==> images/layer_met3.png <==
The bar under the picture is 50 um long.
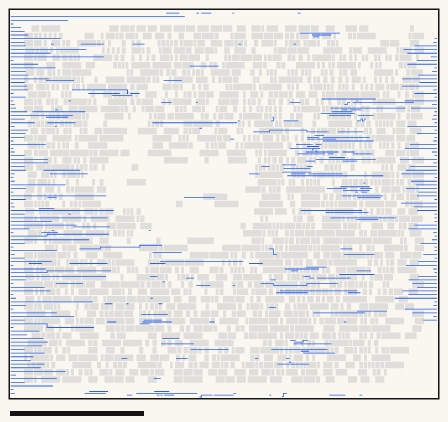
==> images/congestion.png <==
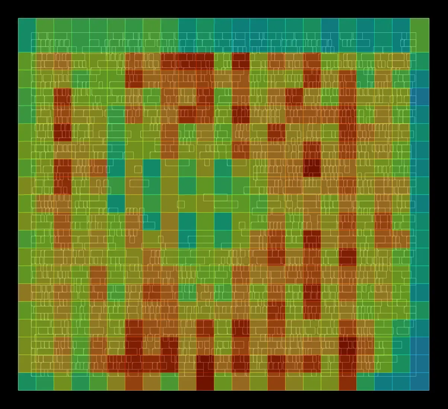
==> images/layer_met1.png <==
The bar under the picture is 50 um long. Supply wires on this layer in grey.
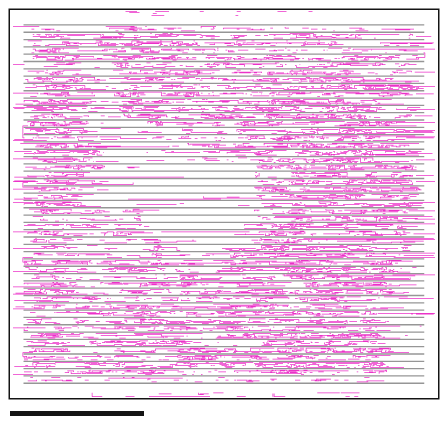
==> images/detail.png <==
The bar under the picture is 10 um long. Region (99, 16) to (139, 56) um. Cells in grey, sequential cells in the stronger grey; small squares are vias.
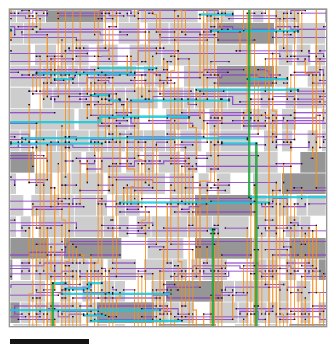
==> config.mk <==
export PLATFORM = sky130hd
export DESIGN_NAME = mem_lsu
export DESIGN_NICKNAME = d
export VERILOG_FILES = /design/src/rtl/mem_lsu.sv
export SDC_FILE = /design/constraint.sdc
export NUM_CORES = 1
export LEC_CHECK = 0
export ABC_AREA = 1
export CAP_MARGIN = 25
export CORE_ASPECT_RATIO = 0.9
export CORE_MARGIN = 5
export CORE_UTILIZATION = 45
export CTS_CLUSTER_DIAMETER = 40
export DETAILED_ROUTE_END_ITERATION = 12
export PLACE_DENSITY_LB_ADDON = 0.3
export SLEW_MARGIN = 15
export SYNTH_ARGS = -nofsm -noshare
export SYNTH_HDL_FRONTEND = slang
export SYNTH_SLANG_ARGS = --single-unit
==> constraint.sdc <==
create_clock -name clk -period 3.6 [get_ports clk]
set_input_delay 0.72 -clock clk [delete_from_list [all_inputs] [get_ports clk]]
set_output_delay 0.72 -clock clk [all_outputs]
set_load 0.005 [all_outputs]
==> GITHUB_STEP_SUMMARY <==
### Metrics collected by this job

| Metric | Value |
|---|---|
| Worst Hold Path Cells | 2 |
| Ranking of synthesized cells by area | dfxtp_1, nand2_1, nor2_1, a21oi_1, o21ai_0 |
| Core Box Area | between 15000 and 20000 um^2 |
| Via count of the first global-routing pass | ~9700 |
| Final WS setup | between 0.06 and 0.07 ns |
| Post-synthesis sequential area ratio | 0.389 |
| Count of final max-slew check failures | 0 |
| Clock edge transition at the registers on the reported setup and hold paths | 0.07 ns |
| Post-DP HPWL | 22.9 mm |
| Critical path required time | approximately 2.9 ns |
| Power density over cell area | around 570 nW/um^2 |
| Startpoint types | input port |
| Largest voltage drop on the vdd net | around 420 uV |
| Cells in synth_stat.txt | ~1400 |
| Post-route fraction of the period consumed by the critical path | 0.983 |
| Worst hold margin | between 0.4 and 0.5 ns |
| Clock latency of the later-clocked register in the worst-skew pair | 0.43 ns |
| Antenna Violating Nets Remaining | 0 |
| Finish-stage setup viols | 0 |
| Largest net degree at the start of global routing | approximately 170 |
| FP Core Util | 0.454 |
| Biggest area consumer among synthesized cells | dfxtp_1 |
| Setup repair after global routing missed its margin | yes |
| Maximum clock path buffer count | 2 |
| Cts-stage hold buffer count | 0 |
| Number of fill cells in the layout | roughly 1600 |
| CP Class | input port to output pin |
| Number of synthesized flops with an enable pin | 0 |
| Yosys synthesis chip area | between 9000 and 10000 um^2 |
| Clock root buffer | clkbuf_16 |
| Share of post-route cells with drive strength above 1 | 0.0780 |
| Data arrival time of the critical path | about 2.8 ns |
| Global-route wire length before repair | just over 50 mm |
| Total of buffers placed on input and output ports | about 380 |
| CTS tree | yes |
| Ys flop type | dfxtp_1 |
| Drt pass-1 iters | 8 |
| Critical path capture point type | output pin |
| Net Count, Synth | ~1600 |
| Antenna violations before repair | 0 |
| RePlAce Congestion | ~0.90 |
| Peak fanout along the critical path | 8 |
| Clock Sink Count | about 180 |
| Remaining max-slew budget at the tightest pin | 0.382 |
| Worst setup slack before clock tree synthesis | -0.0924 ns |
| Max-cap violations | 0 |
| Diode insertion count for antenna repair | 0 |
| Post-Synthesis Mean Instance Area | roughly 6.5 um^2 |
| Netlist cell types | 34 |
| Horizontal die dimension | roughly 160 um |
| Final clock skew | ~0.018 ns |
| Worst hold path type | register to register |
| Remaining DRCs | 0 |
| Total die size | about 23000 um^2 |
| I/O pin total | about 380 |
| Grt total ovfl | 0 |
| Iteration-0 DRC Markers | between 800 and 900 |
| Cts bufs inserted | 17 |
| Number of nets in the final layout | 1939 |
| Register-to-Register Setup Slack | about 1.2 ns |
| Cell area after synthesis | roughly 9000 um^2 |
| Share of Yosys cell area claimed by the top area cell type | 0.389 |
| Via-per-instance ratio | 5.23 |
| Share of synthesized registers carrying an async set or reset | 0 |
| Total of flip-flops plus latches after synthesis | between 150 and 200 |
| Yosys warning count | 0 |
| Maximum operating frequency | between 0.2 and 0.3 GHz |
| Leakage power of the design | 6.82 nW |
| Count of warning messages emitted by the tools | 35 |
| Overall power of the completed layout | a little under 0.008 W |
| Placement Rows | ~49 |
| Count of endpoints failing hold in the final timing report | 0 |
| Result of the run | finished clean |
| Area Overhead vs Synth | 53.9% |
| Worst R2R Path Depth | 8 |
| Final min period | between 3 and 4 ns |
| Post-synthesis instance total | roughly 1400 |
| Die boundary height | around 140 um |
| Count of H-tree levels built during CTS | 4 |
| Slew @ Worst Pin | roughly 0.93 ns |
Back to the opening pictures, layer_met3.png:
longest straight run	64.4 um
main direction	horizontal
GRT met3 Usage: 0.0755
vias after detailed routing: 10500
Total Routed Length: 33.4 mm

Back to the opening pictures, congestion.png:
Global Route met1 Usage: 0.341
GR met2 Demand/Resource: 0.447
Routed WL per cell: 16.7 um
global-route usage over all layers: 0.271
fraction of the core area covered by cells at the end of the flow: 0.698

Back to the opening pictures, layer_met1.png:
nets with wire on the layer	1769
share of all routed wire	41%

Back to the opening pictures, detail.png:
layer	colour
metal 4	green
metal 2	orange
metal 3	cyan
metal 1	purple
cells with their middle in the window	184
most frequent	nand2_1 (38), nor2_1 (22), buf_4 (18)
sequential cells in the window	11

==> Yosys cell counts, types with 11 or more instances <==
cell type / n
nand3_1: 22
inv_1: 73
nand2_2: 13
a21oi_1: 194
buf_2: 30
dfxtp_1: 175
nand2_1: 317
o21ai_1: 40
clkbuf_1: 53
a21oi_2: 11
nor2_1: 282
o21ai_0: 107
==> per-stage QoR <==
step	area (um^2)	instances	TNS, ns
2_1_floorplan	9010	1393	0
3_3_place_gp	12900	1954	-1.39
3_5_place_dp	12900	1954	-2.51
4_1_cts	13500	1989	-0.479
5_1_grt	13900	1999	-0.190
6_report	13900	1999	0
==> worst max-delay path, cell delays in order <==
cell and delay [ns]:
clkdlybuf4s50_1 0.42, nor2_1 0.20, nand3_2 0.15, a21oi_2 0.17, nand2_4 0.06, inv_2 0.06, nor2_4 0.04, buf_12 0.13
buf_6 0.13, clkbuf_16 0.15, buf_4 0.17, nand2_1 0.06, a21oi_1 0.05, dlygate4sd2_1 0.29
==> cell type report <==
cell class,instances,area (um^2),area share
clock buffers,17,425,0.0307
clock inverters,15,169,0.0122
inverters,79,300,0.0217
multi-input cells,1033,4720,0.340
flip-flops and latches,175,3500,0.253
well taps,255,319,0.0230
repair buffers,425,4440,0.320
==> routing by layer <==
metal  up-vias  track usage  wire length (um)
met1      4717        0.341             13700
met4         0        0.107              1040
li1       5169            -                 -
met5         -            0                 0
met3        60       0.0755              2870
met2       504        0.447             15800
==> placed cells by master, fill, tap and decap left out, drive strengths merged <==
cell type / netlist / routed
nand2: 332 / 332
nor2: 286 / 286
clkdlybuf4s50: 0 / 275
a21oi: 205 / 205
dfxtp: 175 / 175
o21ai: 147 / 147
inv: 78 / 86
dlymetal6s2s: 0 / 66
buf: 53 / 45
clkbuf: 53 / 24
nand3: 23 / 23
dlygate4sd2: 0 / 18
clkdlybuf4s15: 0 / 14
a221oi: 8 / 8
o211ai: 7 / 7
clkinv: 1 / 7
ha: 5 / 5
mux2i: 4 / 4
a31oi: 3 / 3
o21a: 3 / 3
nor3: 3 / 3
or2: 2 / 2
nand4: 2 / 2
nor3b: 1 / 1
nor4: 1 / 1
and3: 1 / 1
bufinv: 0 / 1
==> power breakdown <==
| part | internal [W] | switching [W] | leakage (nW) | total (W) |
|---|---|---|---|---|
| sequential | 0.00214 | 0.000119 | 1.41 | 0.00226 |
| combinational | 0.00167 | 0.00205 | 5.11 | 0.00371 |
| clock | 0.000993 | 0.000875 | 0.297 | 0.00187 |
| total | 0.00480 | 0.00304 | 6.82 | 0.00784 |
==> timing repair <==
action	4_1_cts	5_1_grt
gates cloned	1	2
pin swaps	0	2
resized	40	101
buffers inserted	2	7
setup endpoints to repair	62	66
==> cell families (layout without fill, tap and decap cells) <==
group | after synthesis | count (layout) | synth area share
flip-flops | 175 | 175 | 0.389
AND-OR/OR-AND | 373 | 373 | 0.218
multiplexers | 4 | 4 | 0.00444
AND/OR/NAND/NOR | 651 | 651 | 0.287
buffers and inverters | 185 | 536 | 0.0949
adder cells (fa/ha/maj) | 5 | 5 | 0.00694
No activity file was given, so power comes from the tool's default toggle rates.
